File: src/rtl/fifo_port_arbiter.sv
// Two-producer round-robin write arbiter and settle/pop/hold read sequencer for one shared FIFO.
// Optional grant/stall statistics outputs are enabled with `define ARB_STATS_EN.
module fifo_port_arbiter #(
  parameter int WIDTH  = 4,
  parameter int SETTLE = 2   // head-settle cycles before a pop, 1..7
) (
  input  logic             clk,
  input  logic             reset,
  input  logic             req0,
  input  logic [WIDTH-1:0] data0,
  output logic             gnt0,
  input  logic             req1,
  input  logic [WIDTH-1:0] data1,
  output logic             gnt1,
  input  logic             fifo_full,
  input  logic             fifo_empty,
  input  logic [WIDTH-1:0] fifo_rdata,
  output logic             fifo_write,
  output logic [WIDTH-1:0] fifo_wdata,
  output logic             fifo_read,
  output logic             out_valid,
  output logic [WIDTH-1:0] out_data,
`ifdef ARB_STATS_EN
  output logic [15:0]      cnt0,
  output logic [15:0]      cnt1,
  output logic [15:0]      stall_cnt,
`endif
  input  logic             out_ready
);

  localparam int CNT_W = 3;

  typedef enum logic [1:0] {
    S_IDLE,
    S_SETTLE,
    S_POP,
    S_HOLD
  } state_t;

  state_t             state, state_nxt;
  logic [CNT_W-1:0]   cnt, cnt_nxt;
  logic               last_gnt;

  // Write arbitration: the requester that did not win last time takes a tie
  always_comb begin
    gnt0 = 1'b0;
    gnt1 = 1'b0;
    if (reset && !fifo_full) begin
      if (req0 && (!req1 || last_gnt))
        gnt0 = 1'b1;
      else if (req1)
        gnt1 = 1'b1;
    end
  end

  assign fifo_write = gnt0 | gnt1;
  assign fifo_wdata = gnt0 ? data0 : (gnt1 ? data1 : '0);

  always_ff @(posedge clk or negedge reset) begin
    if (!reset)
      last_gnt <= 1'b1;
    else if (gnt0 || gnt1)
      last_gnt <= gnt1;
  end

  // Read sequencer: state register
  always_ff @(posedge clk or negedge reset) begin
    if (!reset) begin
      state <= S_IDLE;
      cnt   <= '0;
    end else begin
      state <= state_nxt;
      cnt   <= cnt_nxt;
    end
  end

  always_comb begin
    state_nxt = state;
    cnt_nxt   = cnt;
    fifo_read = 1'b0;
    case (state)
      S_IDLE: begin
        if (!fifo_empty) begin
          state_nxt = S_SETTLE;
          cnt_nxt   = CNT_W'(SETTLE - 1);
        end
      end
      S_SETTLE: begin
        if (fifo_empty)
          state_nxt = S_IDLE;
        else if (cnt == '0)
          state_nxt = S_POP;
        else
          cnt_nxt = cnt - 3'd1;
      end
      S_POP: begin
        // A head that vanished under us is not popped; go back and wait
        fifo_read = !fifo_empty;
        state_nxt = fifo_empty ? S_IDLE : S_HOLD;
      end
      S_HOLD: begin
        if (out_ready)
          state_nxt = S_IDLE;
      end
      default: state_nxt = S_IDLE;
    endcase
  end

  // Output register: captured on the pop cycle, released on consumer accept
  always_ff @(posedge clk or negedge reset) begin
    if (!reset) begin
      out_valid <= 1'b0;
      out_data  <= '0;
    end else if (fifo_read) begin
      out_valid <= 1'b1;
      out_data  <= fifo_rdata;
    end else if (state == S_HOLD && out_ready) begin
      out_valid <= 1'b0;
    end
  end

`ifdef ARB_STATS_EN
  function automatic logic [15:0] sat_inc(input logic [15:0] v);
    return (v == 16'hFFFF) ? v : v + 16'd1;
  endfunction

  always_ff @(posedge clk or negedge reset) begin
    if (!reset) begin
      cnt0      <= '0;
      cnt1      <= '0;
      stall_cnt <= '0;
    end else begin
      if (gnt0)
        cnt0 <= sat_inc(cnt0);
      if (gnt1)
        cnt1 <= sat_inc(cnt1);
      if ((req0 || req1) && fifo_full)
        stall_cnt <= sat_inc(stall_cnt);
    end
  end
`endif

endmodule

File: config.mk
export PLATFORM = sky130hd
export DESIGN_NAME = fifo_port_arbiter
export DESIGN_NICKNAME = d
export VERILOG_FILES = /design/src/rtl/fifo_port_arbiter.sv
export SDC_FILE = /design/constraint.sdc
export NUM_CORES = 1
export LEC_CHECK = 0
export CORE_MARGIN = 2
export CORE_UTILIZATION = 34
export CTS_CLUSTER_SIZE = 30
export DETAILED_ROUTE_END_ITERATION = 7
export HOLD_SLACK_MARGIN = 0.02
export PLACE_DENSITY = 0.8
export SLEW_MARGIN = 20
export SYNTH_ARGS = -nofsm -noshare
export SYNTH_HDL_FRONTEND = slang
export SYNTH_SLANG_ARGS = --single-unit
File: constraint.sdc
create_clock -name clk -period 1.4 [get_ports clk]
set_input_delay 0.21 -clock clk [delete_from_list [all_inputs] [get_ports clk]]
set_output_delay 0.21 -clock clk [all_outputs]
set_load 0.005 [all_outputs]
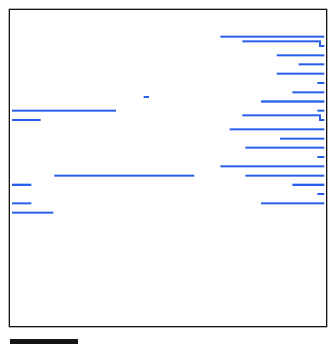
Fig. 1. Signal wires on met3.
Bar = 10 µm.
wire length on this layer	194 µm
share of all routed wire	12%
longest straight run	20.2 µm
nets with wire on the layer	25
main direction	horizontal
DRT Wirelength: 1.57 mm
GR Util met3: 7.84%
vias: 605

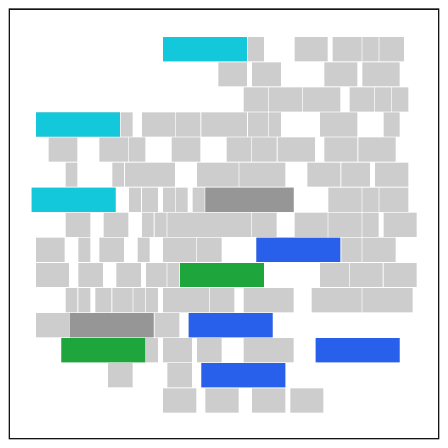
Fig. 2. Sequential cells grouped by signal name.
Other sequential cells in the stronger gray, the rest of the logic in the fainter gray.
netlist name	color	flops
`state`	green	2
`out_data`	blue	4
`cnt`	cyan	3

==> flow_metrics.env <==
# physical design summary
export IMPL_setup_violations=7
export IMPL_endpoint_kind="output pin"
export IMPL_relSlewSlack_pct=85.0
export IMPL_p_clk_share_pct=13.6
export IMPL_cts_root_buf="clkbuf_4"
export IMPL_combPwrFrac_pct=53.7
export IMPL_warning_count=28
export IMPL_final_layout_top_logic_cells="clkdlybuf4s50_1, buf_4, dfrtp_1"
export IMPL_cp_max_fo=3
export IMPL_ys_cells=60
export IMPL_syn_to_final_growth_pct=80.2
export IMPL_dp_hpwl_mm=1.16
export IMPL_reg2reg_to="cnt[1]"
export IMPL_drtIter0Drc=2
export IMPL_ys_seq_share_pct=45.2
export IMPL_fp_nets=81
export IMPL_timing_final_crit_share_pct=122
export IMPL_yosysChipArea_um2=612
export IMPL_post_route_min_period_ns=1.71
export IMPL_fin_area_um2=1100
export IMPL_rows=15
export IMPL_place_area_um2=1000
export IMPL_dr_wl_met2_um=750
export IMPL_clk_pin_slew_ns=0.07
export IMPL_lay_top_count="clkdlybuf4s50_1"
export IMPL_drt_pre_antenna_iters=4
export IMPL_hp_class="in2reg"
export IMPL_drc_errors=0
export IMPL_path_cells="nand2b_4 > and3_4 > buf_6 > buf_6 > a22o_1 > buf_2"
export IMPL_fillers=135
export IMPL_core_area_um2=1710
export IMPL_num_antenna_cells=0
export IMPL_fin_ws_ns=-0.309
export IMPL_vias_per_cell=4.55
export IMPL_tightest_slew_ns=0.224
export IMPL_wl_met3_um=193
export IMPL_grt_max_degree=12
export IMPL_grt_pass1_wl_mm=2.26
export IMPL_crit_path_max_incr_delay_ns=0.53
export IMPL_die_h_um=46.4
export IMPL_syn_area_per_cell_um2=10.2
export IMPL_ys_seq_elements=11
export IMPL_wl_met1_um=613
export IMPL_hold_viol=0
export IMPL_rrSetupSlack_ns=0.07
export IMPL_cpMaxStageDelayCell="dfstp_2"
export IMPL_cts_tree="done"
export IMPL_rsz0062_at_grt="yes"
export IMPL_top_area_share_pct=40.9
export IMPL_synth_cell_type_count=26
export IMPL_violations="setup timing"
export IMPL_antenna_found_initial=0
export IMPL_chipArea_um2=2150
export IMPL_cellPowerDensity_nw_per_um2=1450
export IMPL_crit_buf_inv=3
export IMPL_p_int_mw=1.11
export IMPL_fp_util_pct=35.8
export IMPL_cp_common_cell="buf_6"
export IMPL_synth_area_um2=612
export IMPL_slew_viol_final=0
export IMPL_regArea_um2=277
export IMPL_status="finished, violations left"
export IMPL_numCtsBuffers=3
export IMPL_critPathKind="reg2out"
export IMPL_pwr_share_seq_pct=32.7
export IMPL_clock_sinks=11
export IMPL_ys_top_cells_by_area="dfrtp_1, mux2_4, a22o_1"
export IMPL_ant_nets=0
export IMPL_finalClockSkew_ns=0.00378
export IMPL_layout_drive_gt1_share_pct=38.9
export IMPL_track_usage_pct=15.0
export IMPL_switchingPower_uw=486
export IMPL_power_mw=1.60
export IMPL_dr_max_layer_used="met4"
export IMPL_syn_inst=60
export IMPL_irDropWorstVdd_mv=1.05
export IMPL_max_freq_mhz=585
export IMPL_ys_warn_count=0
export IMPL_crit_arrival_ns=1.50
export IMPL_die_w_um=46.4
export IMPL_grt_pass1_vias=567
export IMPL_port_buffers=31
export IMPL_clk_path_buf_depth=2
export IMPL_switching_share_pct=30.5
export IMPL_cap_violations=0
export IMPL_worstHoldStart="req1"
export IMPL_holdWs_ns=0.450
export IMPL_detail_route_wl_per_cell_um=11.8
export IMPL_p_leak_nw=0.538
export IMPL_r2r_cells=7
export IMPL_fin_setup_tns_ns=-1.59
## worst min-delay path: cells and delay by family
kind | cells | cell delay, ns
buf+inv | 1 | 0.28
compound gates | 2 | 0.22
## flip-flops by register name, summed over array words and instances (netlist names)
| register | count |
|---|---|
| last_gnt | 1 |
| out_valid | 1 |
| cnt | 3 |
| out_data | 4 |
| state | 2 |
## worst max path at each step
stage,from,end,slack [ns],cells past startpoint
floorplan,last_gnt,fifo_wdata[0],0.08,4
global placement,reset,fifo_wdata[2],-0.61,5
detailed placement,reset,fifo_wdata[2],-0.68,5
CTS,last_gnt,fifo_wdata[2],-0.33,6
global route,last_gnt,fifo_write,-0.36,5
finish,last_gnt,fifo_wdata[2],-0.31,6
## per-layer routing
metal / vias up / global-route usage, %
met2: 27 / 27.5
met3: 2 / 7.84
li1: 305 / -
met4: 0 / 1.71
met5: - / 0
met1: 271 / 15.4
## synthesized netlist by cell type
cell type,number
a22o_1,4
and2_4,1
o21ai_0,1
a21oi_1,3
inv_2,1
nand2b_1,1
nor2b_2,1
nor3_1,1
buf_6,1
and3_1,2
ha_1,2
dfrtp_1,10
or2b_1,1
nand2_1,8
a31o_2,1
dfstp_2,1
nor2b_4,1
o2bb2ai_1,1
inv_1,4
or2_1,1
clkbuf_1,2
a31oi_1,2
and3_2,1
nor2_1,4
mux2_4,4
o22ai_1,1
## kinds of logic after synthesis
family	synth area share [%]
AND/OR/NAND/NOR	19.8
flip-flops	45.2
adder cells (fa/ha/maj)	4.09
multiplexers	9.82
buffers and inverters	6.13
AND-OR/OR-AND	14.9
## power groups by stage
stage          logic, mW  registers [mW]  clock network, mW
2_1_floorplan      0.366           0.547                  0
3_3_place_gp       0.760           0.524                  0
3_5_place_dp       0.778           0.530                  0
4_1_cts            0.811           0.521              0.227
5_1_grt            0.949           0.540              0.246
6_report           0.857           0.522              0.217
## repair_timing
item,CTS,global route
hold buffers,0,1
setup buffers,5,1
setup endpoints to repair,10,11
gates resized,43,4
hold endpoints to repair,0,1
pin swaps,1,2
## cell type report
class | instances | share of cell area [%]
repair buffers | 47 | 37.1
clock buffers | 4 | 2.38
multi-input cells | 41 | 30.9
well taps | 25 | 2.84
flip-flops and latches | 11 | 25.1
inverters | 5 | 1.70
## metrics by stage
stage               utilization [%]  std cells
floorplan                         -         60
global placement               58.7        122
detailed placement             58.7        122
CTS                            62.5        131
global route                   64.5        133
finish                         64.5        133
Power and IR drop assume default switching activity.
